<file path="config.mk">
export PLATFORM = sky130hd
export DESIGN_NAME = ttc3_hmac_verify
export DESIGN_NICKNAME = d
export VERILOG_FILES = /design/src/rtl/ttc3_pkg.sv /design/src/rtl/ttc3_ct_compare.sv /design/src/rtl/ttc3_hmac_verify.sv
export SDC_FILE = /design/constraint.sdc
export NUM_CORES = 1
export LEC_CHECK = 0
export CORE_AREA = 2 2 403 405
export CTS_CLUSTER_SIZE = 12
export DETAILED_ROUTE_END_ITERATION = 8
export DIE_AREA = 0 0 405 407
export MAX_ROUTING_LAYER = met4
export PLACE_DENSITY = 0.54
export SLEW_MARGIN = 15
export SYNTH_ARGS = -nofsm -noshare
export SYNTH_HDL_FRONTEND = slang
export SYNTH_SLANG_ARGS = --single-unit
</file>
<file path="constraint.sdc">
create_clock -name clock_i -period 2.24 [get_ports clock_i]
set_input_delay 0.336 -clock clock_i [delete_from_list [all_inputs] [get_ports clock_i]]
set_output_delay 0.336 -clock clock_i [all_outputs]
set_load 0.005 [all_outputs]
</file>
<file path="src/rtl/ttc3_pkg.sv">
// Shared types and widths for the HMAC tag verifier.
package ttc3_pkg;

  localparam int TAG_W = 256;
  localparam int MSG_W = 256;

  typedef enum logic [2:0] {
    IDLE    = 3'd0,
    LAUNCH  = 3'd1,
    WAIT    = 3'd2,
    COMPARE = 3'd3,
    ZEROIZE = 3'd4,
    REPORT  = 3'd5
  } vrfy_state_e;

  function automatic logic state_is_legal(vrfy_state_e s);
    logic ok;
    ok = 1'b0;
    case (s)
      IDLE, LAUNCH, WAIT, COMPARE, ZEROIZE, REPORT: ok = 1'b1;
      default:                                      ok = 1'b0;
    endcase
    return ok;
  endfunction

endpackage

</file>
<file path="src/rtl/ttc3_ct_compare.sv">
// Constant-time tag compare: walks every slice once per run, no data-dependent control.
module ttc3_ct_compare
  import ttc3_pkg::*;
#(
  parameter int CMP_WORDS = 8
) (
  input  logic             clock_i,
  input  logic             reset_i,
  input  logic             clear_i,
  input  logic             force_i,
  input  logic             run_i,
  input  logic [TAG_W-1:0] tag_i,
  input  logic [TAG_W-1:0] exp_i,
  output logic             diff_o,
  output logic             last_o
);

  localparam int SLICE_W = TAG_W / CMP_WORDS;
  localparam int IDX_W   = (CMP_WORDS > 1) ? $clog2(CMP_WORDS) : 1;
  localparam logic [IDX_W-1:0] IDX_LAST = IDX_W'(CMP_WORDS - 1);

  logic [IDX_W-1:0]   idx_q, idx_d;
  logic               diff_q, diff_d;
  logic [SLICE_W-1:0] tag_w [CMP_WORDS];
  logic [SLICE_W-1:0] exp_w [CMP_WORDS];
  logic               slice_ne;

  always_comb begin
    for (int i = 0; i < CMP_WORDS; i++) begin
      tag_w[i] = tag_i[i*SLICE_W +: SLICE_W];
      exp_w[i] = exp_i[i*SLICE_W +: SLICE_W];
    end
  end

  assign slice_ne = |(tag_w[idx_q] ^ exp_w[idx_q]);
  assign last_o   = (idx_q == IDX_LAST);
  assign diff_o   = diff_q;

  always_comb begin
    idx_d  = idx_q;
    diff_d = diff_q;
    if (clear_i) begin
      idx_d  = '0;
      diff_d = 1'b0;
    end else if (force_i) begin
      diff_d = 1'b1;
    end else if (run_i) begin
      diff_d = diff_q | slice_ne;
      idx_d  = last_o ? '0 : idx_q + 1'b1;
    end
  end

  always_ff @(posedge clock_i) begin
    if (reset_i) begin
      idx_q  <= '0;
      diff_q <= 1'b0;
    end else begin
      idx_q  <= idx_d;
      diff_q <= diff_d;
    end
  end

endmodule

</file>
<file path="src/rtl/ttc3_hmac_verify.sv">
// HMAC tag verifier: launches one HMAC, compares the tag in constant time, tracks failures.
//   state   | meaning
//   IDLE    | waiting for vrfy_start
//   LAUNCH  | waiting for engine idle, pulses hmac_start
//   WAIT    | waiting for hmac_done, timeout timer running
//   COMPARE | CMP_WORDS slice compares
//   ZEROIZE | wipe captured data, latch result, update fail counter
//   REPORT  | vrfy_done pulse
module ttc3_hmac_verify
  import ttc3_pkg::*;
#(
  parameter int MAX_FAILS   = 3,
  parameter int CNT_W       = 4,
  parameter int CMP_WORDS   = 8,
  parameter int TIMEOUT_CYC = 512
) (
  input  logic             clock_i,
  input  logic             reset_i,
  input  logic             vrfy_start_i,
  input  logic [MSG_W-1:0] vrfy_message_i,
  input  logic [TAG_W-1:0] vrfy_expected_i,
  output logic             vrfy_busy_o,
  output logic             vrfy_done_o,
  output logic             vrfy_pass_o,
  output logic             vrfy_locked_o,
  output logic [CNT_W-1:0] fail_count_o,
  output logic             hmac_start_o,
  output logic [MSG_W-1:0] hmac_message_o,
  input  logic             hmac_busy_i,
  input  logic             hmac_done_i,
  input  logic [TAG_W-1:0] hmac_tag_i
);

  localparam int TMR_W = $clog2(TIMEOUT_CYC + 1);
  localparam logic [TMR_W-1:0] TMR_END  = TMR_W'(TIMEOUT_CYC);
  localparam logic [CNT_W-1:0] FAIL_MAX = CNT_W'(MAX_FAILS);

  vrfy_state_e      state_q;
  logic [MSG_W-1:0] msg_q;
  logic [TAG_W-1:0] exp_q;
  logic [TAG_W-1:0] tag_q;
  logic [TMR_W-1:0] timer_q, timer_d;
  logic [CNT_W-1:0] fail_cnt_q, fail_cnt_d;
  logic             locked_q;
  logic             done_q;
  logic             pass_q;
  logic             hstart_q;

  logic cmp_clear, cmp_force, cmp_run, cmp_diff, cmp_last;
  logic timeout, illegal;

  assign timer_d    = timer_q + 1'b1;
  assign fail_cnt_d = (fail_cnt_q >= FAIL_MAX) ? fail_cnt_q : fail_cnt_q + 1'b1;
  assign timeout    = (state_q == WAIT) && !hmac_done_i && (timer_d == TMR_END);
  assign illegal    = !state_is_legal(state_q);

  assign cmp_clear = ((state_q == WAIT) && hmac_done_i) || (state_q == REPORT);
  assign cmp_force = timeout || illegal;
  assign cmp_run   = (state_q == COMPARE);

  ttc3_ct_compare #(
    .CMP_WORDS (CMP_WORDS)
  ) u_cmp (
    .clock_i (clock_i),
    .reset_i (reset_i),
    .clear_i (cmp_clear),
    .force_i (cmp_force),
    .run_i   (cmp_run),
    .tag_i   (tag_q),
    .exp_i   (exp_q),
    .diff_o  (cmp_diff),
    .last_o  (cmp_last)
  );

  always_ff @(posedge clock_i) begin
    if (reset_i) begin
      state_q    <= IDLE;
      msg_q      <= '0;
      exp_q      <= '0;
      tag_q      <= '0;
      timer_q    <= '0;
      fail_cnt_q <= '0;
      locked_q   <= 1'b0;
      done_q     <= 1'b0;
      pass_q     <= 1'b0;
      hstart_q   <= 1'b0;
    end else begin
      done_q   <= 1'b0;
      pass_q   <= 1'b0;
      hstart_q <= 1'b0;
      case (state_q)
        IDLE: begin
          if (vrfy_start_i) begin
            if (locked_q) begin
              done_q  <= 1'b1;
              state_q <= REPORT;
            end else begin
              msg_q    <= vrfy_message_i;
              exp_q    <= vrfy_expected_i;
              hstart_q <= !hmac_busy_i;
              state_q  <= LAUNCH;
            end
          end
        end
        LAUNCH: begin
          // hstart_q is the visible launch pulse; the engine-idle check runs one cycle ahead of it
          if (hstart_q) begin
            timer_q <= '0;
            state_q <= WAIT;
          end else if (!hmac_busy_i) begin
            hstart_q <= 1'b1;
          end
        end
        WAIT: begin
          if (hmac_done_i) begin
            tag_q   <= hmac_tag_i;
            state_q <= COMPARE;
          end else begin
            timer_q <= timer_d;
            if (timer_d == TMR_END) begin
              tag_q   <= '0;
              state_q <= ZEROIZE;
            end
          end
        end
        COMPARE: begin
          if (cmp_last) state_q <= ZEROIZE;
        end
        ZEROIZE: begin
          msg_q   <= '0;
          exp_q   <= '0;
          tag_q   <= '0;
          timer_q <= '0;
          done_q  <= 1'b1;
          pass_q  <= !cmp_diff;
          if (!cmp_diff) begin
            fail_cnt_q <= '0;
          end else begin
            fail_cnt_q <= fail_cnt_d;
            if (fail_cnt_d >= FAIL_MAX) locked_q <= 1'b1;
          end
          state_q <= REPORT;
        end
        REPORT: begin
          state_q <= IDLE;
        end
        default: begin
          msg_q   <= '0;
          exp_q   <= '0;
          tag_q   <= '0;
          state_q <= ZEROIZE;
        end
      endcase
    end
  end

  assign vrfy_busy_o    = (state_q != IDLE);
  assign vrfy_done_o    = done_q;
  assign vrfy_pass_o    = pass_q;
  assign vrfy_locked_o  = locked_q;
  assign fail_count_o   = fail_cnt_q;
  assign hmac_start_o   = hstart_q;
  assign hmac_message_o = ((state_q == LAUNCH) || (state_q == WAIT)) ? msg_q : '0;

endmodule
</file>
power_grid.png
Bar = 100 um. Pins as bars on the die edge. Tap cells in gray.
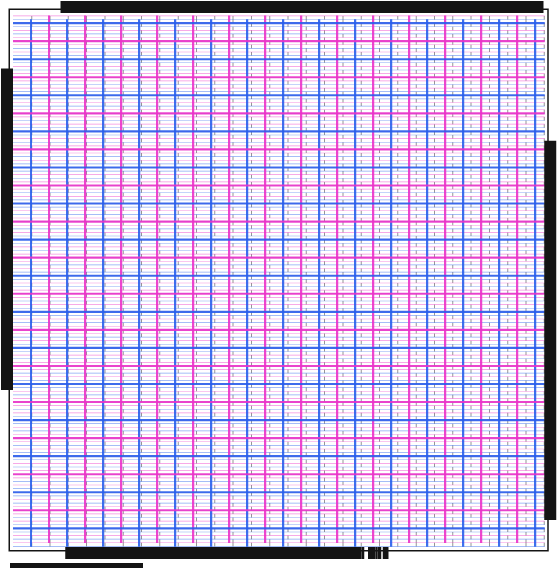
legend:
  VDD:
    color: magenta
  VSS:
    color: blue
met5 straps: 29
rows: 147
met1 rails: 148
die height: 407 um
DIE WIDTH: 405 um
IR drop worst, VDD: 0.614 mV

==> results.yml <==
# yosys + openroad results
synth:
  ys.flops: 793
  yosysWarnings: 0
  syn_area_um2: 31100
  yosysTopAreaCellShare_pct: 51.0
setup_path:
  r2r-end: "u_cmp.diff_o$_SDFFE_PP0P_"
  crit_buf_inv: 9
drt:
  route.layer.met1.wl_um: 73700
  dr.pass1.iters: 5
  vias_per_cell: 4.60
  routed-via-count: 30900
final_timing:
  finalSetupViolations: 515
  worst_slack_ns: -0.624
  max-slew-margin-rel_pct: 34.9
  finalHoldViolations: 0
placed_design:
  place_hpwl_um: 129000
  place_ws_ns: -0.803
  dp.cells: 6339
grt:
  grt_use_met3_pct: 5.85
  grtUsageTotal_pct: 20.7
power_and_ir_drop:
  p_switching_mw: 12.9
  p_leak_nw: 21.4
run_status:
  status: "finished, violations left"
  violations: "setup timing"
finish:
  logic_gates: 2089
die:
  die_area_um2: 165000
io_fan.png
Bar = 100 um.
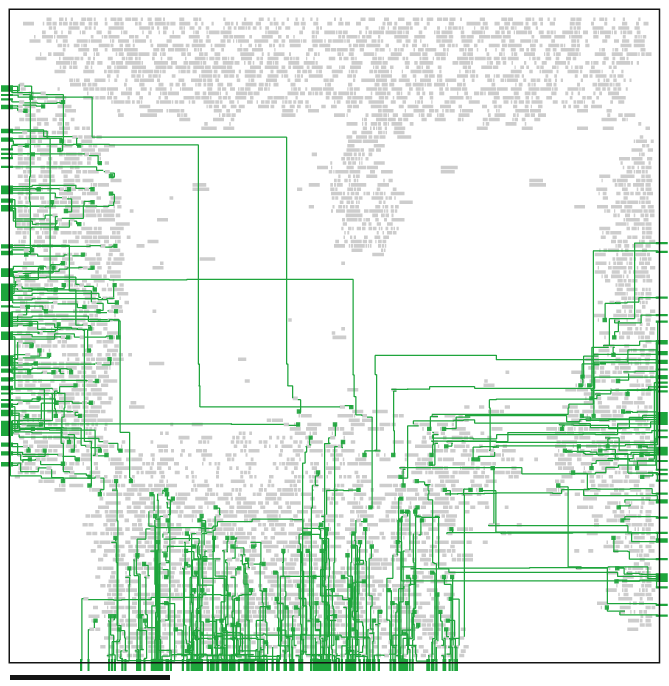
legend:
  `vrfy_expected_i`:
    color: green
    bits: 256
    direction: input
    edge: 125 bottom, 83 left, 48 right
    end_cells: 256
    buffers: 256
    wire: 19,100 um
# IOs: 1,038
I/O Buffers: 1,037

-- sequential cells by signal, summed over array words and instances (netlist names) --
signal / flops
vrfy_pass_o: 1
exp_q: 256
fail_count_o: 4
timer_q: 10
hmac_start_o: 1
tag_q: 256
state_q: 3
u_cmp.idx_q: 3
msg_q: 256
u_cmp.diff_o: 1
vrfy_done_o: 1
vrfy_locked_o: 1
-- logic make-up (layout without fill, tap and decap cells) --
logic type / after synthesis / in the layout / share of synthesized area [%]
compound gates: 917 / 917 / 22.6
simple gates: 899 / 899 / 13.6
flops: 793 / 793 / 51.0
buf+inv: 290 / 1618 / 3.77
xor+xnor: 221 / 221 / 6.21
mux: 48 / 48 / 2.70
fa+ha+maj: 4 / 4 / 0.161
other cells: 0 / 57 / 0
Power and IR drop assume default switching activity.
